**Wires at chosen ports, followed through buffers**

The bar under the picture is 20 um long.
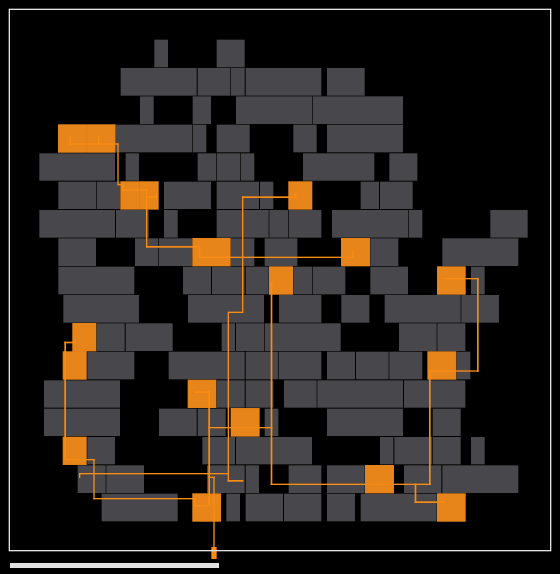
**Routed metal, one color a layer**

Two of the layers only.
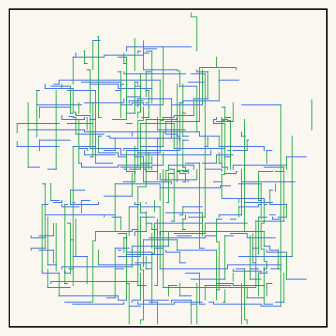
**Clock wiring as the flow saved it**

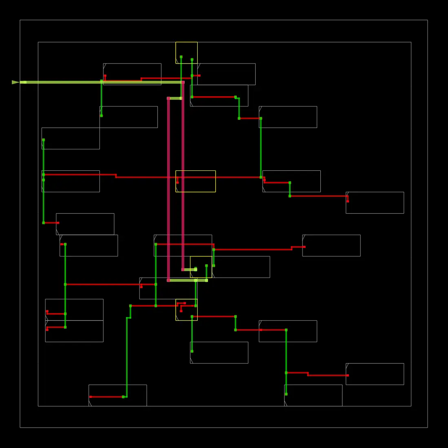
**Register map, names as in the netlist**

The bar under the picture is 20 um long. Other sequential cells in the stronger gray, the rest of the logic in the fainter gray.
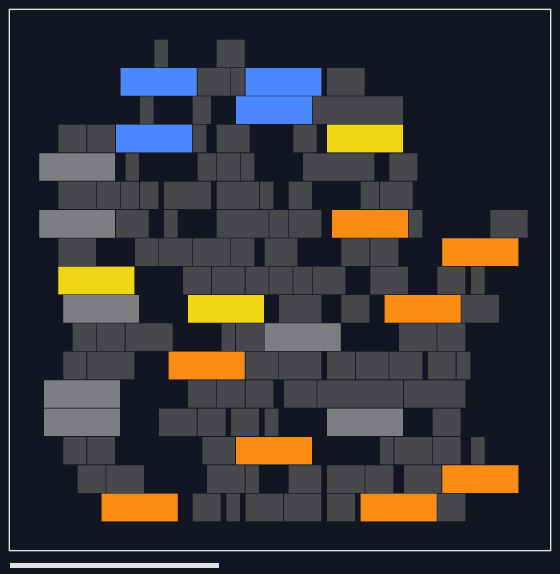
**Routed metal per tile**

10 x 10 tiles, from dark blue (low) to red (high), scaled to the fullest tile. Values are wire area over tile area, all layers added.
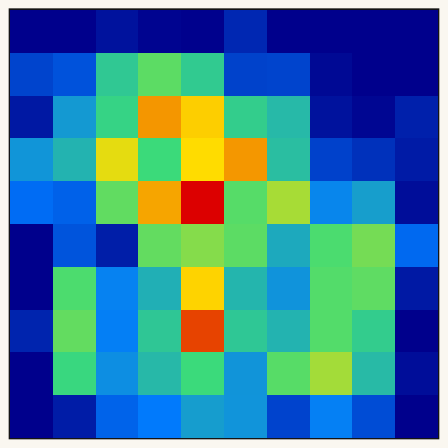
--- src/rtl/uart_pkg.sv ---
// ============================================================================
// Module   : uart_pkg
// Brief    : Shared UART definitions (transmit FSM states, line levels).
// Revision : 1.0 - initial release
// ============================================================================
`default_nettype none

package uart_pkg;

    typedef enum logic [2:0] {
        IDLE   = 3'd0,
        START  = 3'd1,
        DATA   = 3'd2,
        PARITY = 3'd3,
        STOP   = 3'd4
    } tx_state_t;

    localparam int   DATA_BITS = 8;
    localparam logic START_LVL = 1'b0;
    localparam logic STOP_LVL  = 1'b1;
    localparam logic IDLE_LVL  = 1'b1;

endpackage

`default_nettype wire

--- src/rtl/parity_generator.sv ---
// ============================================================================
// Module   : parity_generator
// Brief    : Combinational parity bit for one data byte, even or odd.
// Revision : 1.0 - initial release
// ============================================================================
`default_nettype none

module parity_generator (
    input  logic [7:0] i_data,
    input  logic       i_odd,
    output logic       o_parity
);

    // Same definition the receive checker uses: even = ^data, odd = ~^data.
    assign o_parity = (^i_data) ^ i_odd;

endmodule

`default_nettype wire

--- src/rtl/uart_tx_parity.sv ---
// ============================================================================
// Module   : uart_tx_parity
// Brief    : UART transmitter, start + 8 data (LSB first) + parity + stop.
// Revision : 1.0 - initial release
// ============================================================================
`default_nettype none

module uart_tx_parity
    import uart_pkg::*;
#(
    parameter int CLKS_PER_BIT = 16,
    parameter int PARITY_EN    = 1,
    parameter int PARITY_ODD   = 0
) (
    input  logic       CLK,
    input  logic       RST,
    input  logic [7:0] tx_data,
    input  logic       tx_start,
    output logic       tx_busy,
    output logic       tx_done,
    output logic       tx_out
);

    localparam int                c_cnt_w    = (CLKS_PER_BIT > 1) ? $clog2(CLKS_PER_BIT) : 1;
    localparam logic [c_cnt_w-1:0] c_cnt_max = c_cnt_w'(CLKS_PER_BIT - 1);
    localparam logic [2:0]        c_last_idx = 3'(DATA_BITS - 1);

    tx_state_t          r_state,  w_state_next;
    logic [c_cnt_w-1:0] r_cnt,    w_cnt_next;
    logic [2:0]         r_idx,    w_idx_next;
    logic [7:0]         r_shift,  w_shift_next;
    logic               r_parity, w_parity_next;
    logic               r_tx_out, w_tx_out_next;
    logic               r_busy,   w_busy_next;
    logic               r_done,   w_done_next;
    logic               w_parity_gen;
    logic               w_bit_end;

    parity_generator u_parity_generator (
        .i_data   (tx_data),
        .i_odd    (PARITY_ODD != 0),
        .o_parity (w_parity_gen)
    );

    assign w_bit_end = (r_cnt == c_cnt_max);

    always_ff @(posedge CLK) begin
        if (!RST) begin
            r_state  <= IDLE;
            r_cnt    <= '0;
            r_idx    <= '0;
            r_shift  <= '0;
            r_parity <= 1'b0;
            r_tx_out <= IDLE_LVL;
            r_busy   <= 1'b0;
            r_done   <= 1'b0;
        end else begin
            r_state  <= w_state_next;
            r_cnt    <= w_cnt_next;
            r_idx    <= w_idx_next;
            r_shift  <= w_shift_next;
            r_parity <= w_parity_next;
            r_tx_out <= w_tx_out_next;
            r_busy   <= w_busy_next;
            r_done   <= w_done_next;
        end
    end

    always_comb begin
        w_state_next  = r_state;
        w_cnt_next    = r_cnt + 1'b1;
        w_idx_next    = r_idx;
        w_shift_next  = r_shift;
        w_parity_next = r_parity;
        w_done_next   = 1'b0;

        case (r_state)
            IDLE: begin
                w_cnt_next = '0;
                if (tx_start) begin
                    w_state_next  = START;
                    w_shift_next  = tx_data;
                    w_parity_next = w_parity_gen;
                end
            end
            START: begin
                if (w_bit_end) begin
                    w_state_next = DATA;
                    w_cnt_next   = '0;
                    w_idx_next   = '0;
                end
            end
            DATA: begin
                if (w_bit_end) begin
                    w_cnt_next   = '0;
                    w_shift_next = {1'b0, r_shift[7:1]};
                    w_idx_next   = r_idx + 1'b1;
                    if (r_idx == c_last_idx) begin
                        w_state_next = (PARITY_EN != 0) ? PARITY : STOP;
                    end
                end
            end
            PARITY: begin
                if (w_bit_end) begin
                    w_state_next = STOP;
                    w_cnt_next   = '0;
                end
            end
            STOP: begin
                if (w_bit_end) begin
                    w_state_next = IDLE;
                    w_cnt_next   = '0;
                    w_done_next  = 1'b1;
                end
            end
            default: begin
                w_state_next = IDLE;
                w_cnt_next   = '0;
            end
        endcase

        // Line level is derived from the next state so tx_out stays registered.
        case (w_state_next)
            START:   w_tx_out_next = START_LVL;
            DATA:    w_tx_out_next = w_shift_next[0];
            PARITY:  w_tx_out_next = w_parity_next;
            STOP:    w_tx_out_next = STOP_LVL;
            default: w_tx_out_next = IDLE_LVL;
        endcase

        w_busy_next = (w_state_next != IDLE);
    end

    assign tx_out  = r_tx_out;
    assign tx_busy = r_busy;
    assign tx_done = r_done;

endmodule

`default_nettype wire

--- config.mk ---
export PLATFORM = sky130hd
export DESIGN_NAME = uart_tx_parity
export DESIGN_NICKNAME = d
export VERILOG_FILES = /design/src/rtl/uart_pkg.sv /design/src/rtl/parity_generator.sv /design/src/rtl/uart_tx_parity.sv
export SDC_FILE = /design/constraint.sdc
export NUM_CORES = 1
export LEC_CHECK = 0
export CAP_MARGIN = 20
export CORE_MARGIN = 2
export CORE_UTILIZATION = 50
export CTS_CLUSTER_SIZE = 28
export DETAILED_ROUTE_END_ITERATION = 16
export PLACE_DENSITY = 0.73
export SLEW_MARGIN = 20
export SYNTH_ARGS = -nofsm -noshare
export SYNTH_HDL_FRONTEND = slang
export SYNTH_HIERARCHICAL = 1
export SYNTH_SLANG_ARGS = --single-unit
--- constraint.sdc ---
create_clock -name CLK -period 2.3 [get_ports CLK]
set_input_delay 0.46 -clock CLK [delete_from_list [all_inputs] [get_ports CLK]]
set_output_delay 0.46 -clock CLK [all_outputs]
set_load 0.01 [all_outputs]
==> GITHUB_STEP_SUMMARY <==
## Implementation flow summary

| Metric | Value |
|---|---|
| Largest class | combinational gates |
| Fin area | between 1000 and 1500 sq um |
| CP peak stage delay | roughly 0.5 ns |
| Synth-to-layout area growth | 14.25% |
| Yosys adder share | under 10% |
| EDFF count, synth | 0 |
| Hold slack final | around 0.46 ns |
| Share of total power in the clock network | between 20% and 30% |
| PD cells | between 500 and 600 nW/um^2 |
| Chip Width | 51.77 um |
| Cell area after synthesis | 1141 sq um |
| XORs/XNORs by Area | between 10% and 20% |
| Top non-seq family | simple AND/OR/NAND/NOR gates |
| Net Sw Frac | a little under a quarter |
| Antenna violations before repair | 0 |
| Layout cells sized above 1 | roughly 11% |
| DR iter-0 viols | 18 |
| First-pass GRT wire length | 3.857 mm |
| Well Taps | 28 |
| Critical Path AT | ~2.1 ns |
| VDD IR max | about 0.00037 V |
| Placed Instance Area | 1267 sq um |
| Chip area | ~2700 sq um |
| Top_reg_cell synth | dfxtp_1 |
| RSZ-0062 raised after global routing | false |
| Clock group | roughly 0.22 mW |
| Simple Share, Synth | about 22% |
| DP Cell Count | ~150 |
| Ys Warns | 6 |
| Top power group | registers |
| Row cnt | 17 |
| Synthesized instance count | roughly 110 |
| Clock Tree Buf Depth | 2 |
| Crit path DRT | 2.50 ns |
| Fp_density | a little over half |
| Pre-CTS setup slack | roughly 0.052 ns |
| Number of global-route vias before repair | a little under 900 |
| Post-CTS resize count | 0 |
| Leakage | approximately 0.48 nW |
| Startpoint types | input pin |
| Top Registers | r_shift: 8 flops, r_cnt: 4 flops |
| Post-route ant nets | 0 |
| Max Cap Violations | 0 |
| Internal | 0.5624 mW |
| Reg power frac | ~55% |
| Combinational power | ~0.11 mW |
| Final Slew Violations | 0 |
| Post-synthesis async set-or-reset flop share | 0% |
| Total CTS buffers | 3 |
| CP bufs+invs | 1 |
| Tool warning count | 26 |
| Total gr overflow | 0 |
| Hold-fix buffers, CTS | 0 |
| Yosys cell count | about 110 |
| Status | completed |
| Flip-flops | 22 |
| Clk tree area frac | under 10% |
| Finished Layout Cells | around 150 |
| CP cell instances | clkdlybuf4s50_1, xnor2_1, xnor3_1, xnor2_1, mux2_2, nand4bb_1, nand3_1 |
| Top Layout Cells | 22 x dfxtp_1, 13 x clkdlybuf4s50_1, 8 x xnor2_1, 8 x a22oi_1 |
| Clk slew on worst S/H paths | ~0.13 ns |
| Gate power share | approximately 15% |
| Largest net degree at the start of global routing | 13 |
| Clock tree sinks | 22 |
| Seq/Total Area, Yosys | 38.60% |
| Final worst slack | approximately 0.41 ns |
| Mux share | around 1.9% |
| Fmax | roughly 530 MHz |
Notes on 'wires at chosen ports, followed through buffers' above:
`RST`: shown in orange, bits 1, direction input, edge bottom, end cells 18, buffers 2, wire 214 um.
Port Buf Inserts: 13
IO Pins: 14

Notes on 'routed metal, one color a layer' above:
metal 2: shown in green, wire length 1020 um. metal 1: shown in blue, wire length 967 um.
Total GRT Usage: 19.98%
Post-Route WL: 2.081 mm
Vias: 843
wire per inst: 13.51 um

Notes on 'clock wiring as the flow saved it' above:
Latency at later pin: 0.31 ns
Clock Skews: 0.004992 ns

Notes on 'register map, names as in the netlist' above:
`r_shift`: shown in orange, placed flops 8. `r_state`: shown in yellow, placed flops 3. `r_cnt`: shown in blue, placed flops 4.
Seq. cell area: 440.4 sq um
fin util: 59.51%
sequential logic power: 0.407 mW
flop share of the area: 33.78%

Notes on 'routed metal per tile' above:
18% of the tiles are nearly empty. The fullest tile reaches 0.39. The mean over all tiles is 0.12.

Yosys cell counts (2+ instances only):
master / number
xnor2_1: 8
inv_1: 2
o21a_1: 3
buf_6: 5
nor2b_1: 5
a311oi_1: 2
dfxtp_1: 22
nand2b_1: 2
nand3_1: 5
a22oi_1: 8
a21boi_0: 6
xor2_1: 2
ha_1: 3
nor2_1: 7
nand2_1: 7
worst paths after layout:
check        slack (ns)  depth (start not counted)       start        to
min                0.46                          1    r_cnt[0]  r_cnt[0]
max reg2reg        0.73                          5    r_cnt[0]    tx_out
max                0.41                          7  tx_data[7]    tx_out
min reg2reg        0.46                          1    r_cnt[0]  r_cnt[0]
routing by layer:
layer,share of wire [%],track usage [%]
met1,46,24.68
met2,49,32.91
met4,2.2,10.53
met5,0,0
met3,2.5,3.736
Power is estimated from default activity; no workload was simulated.
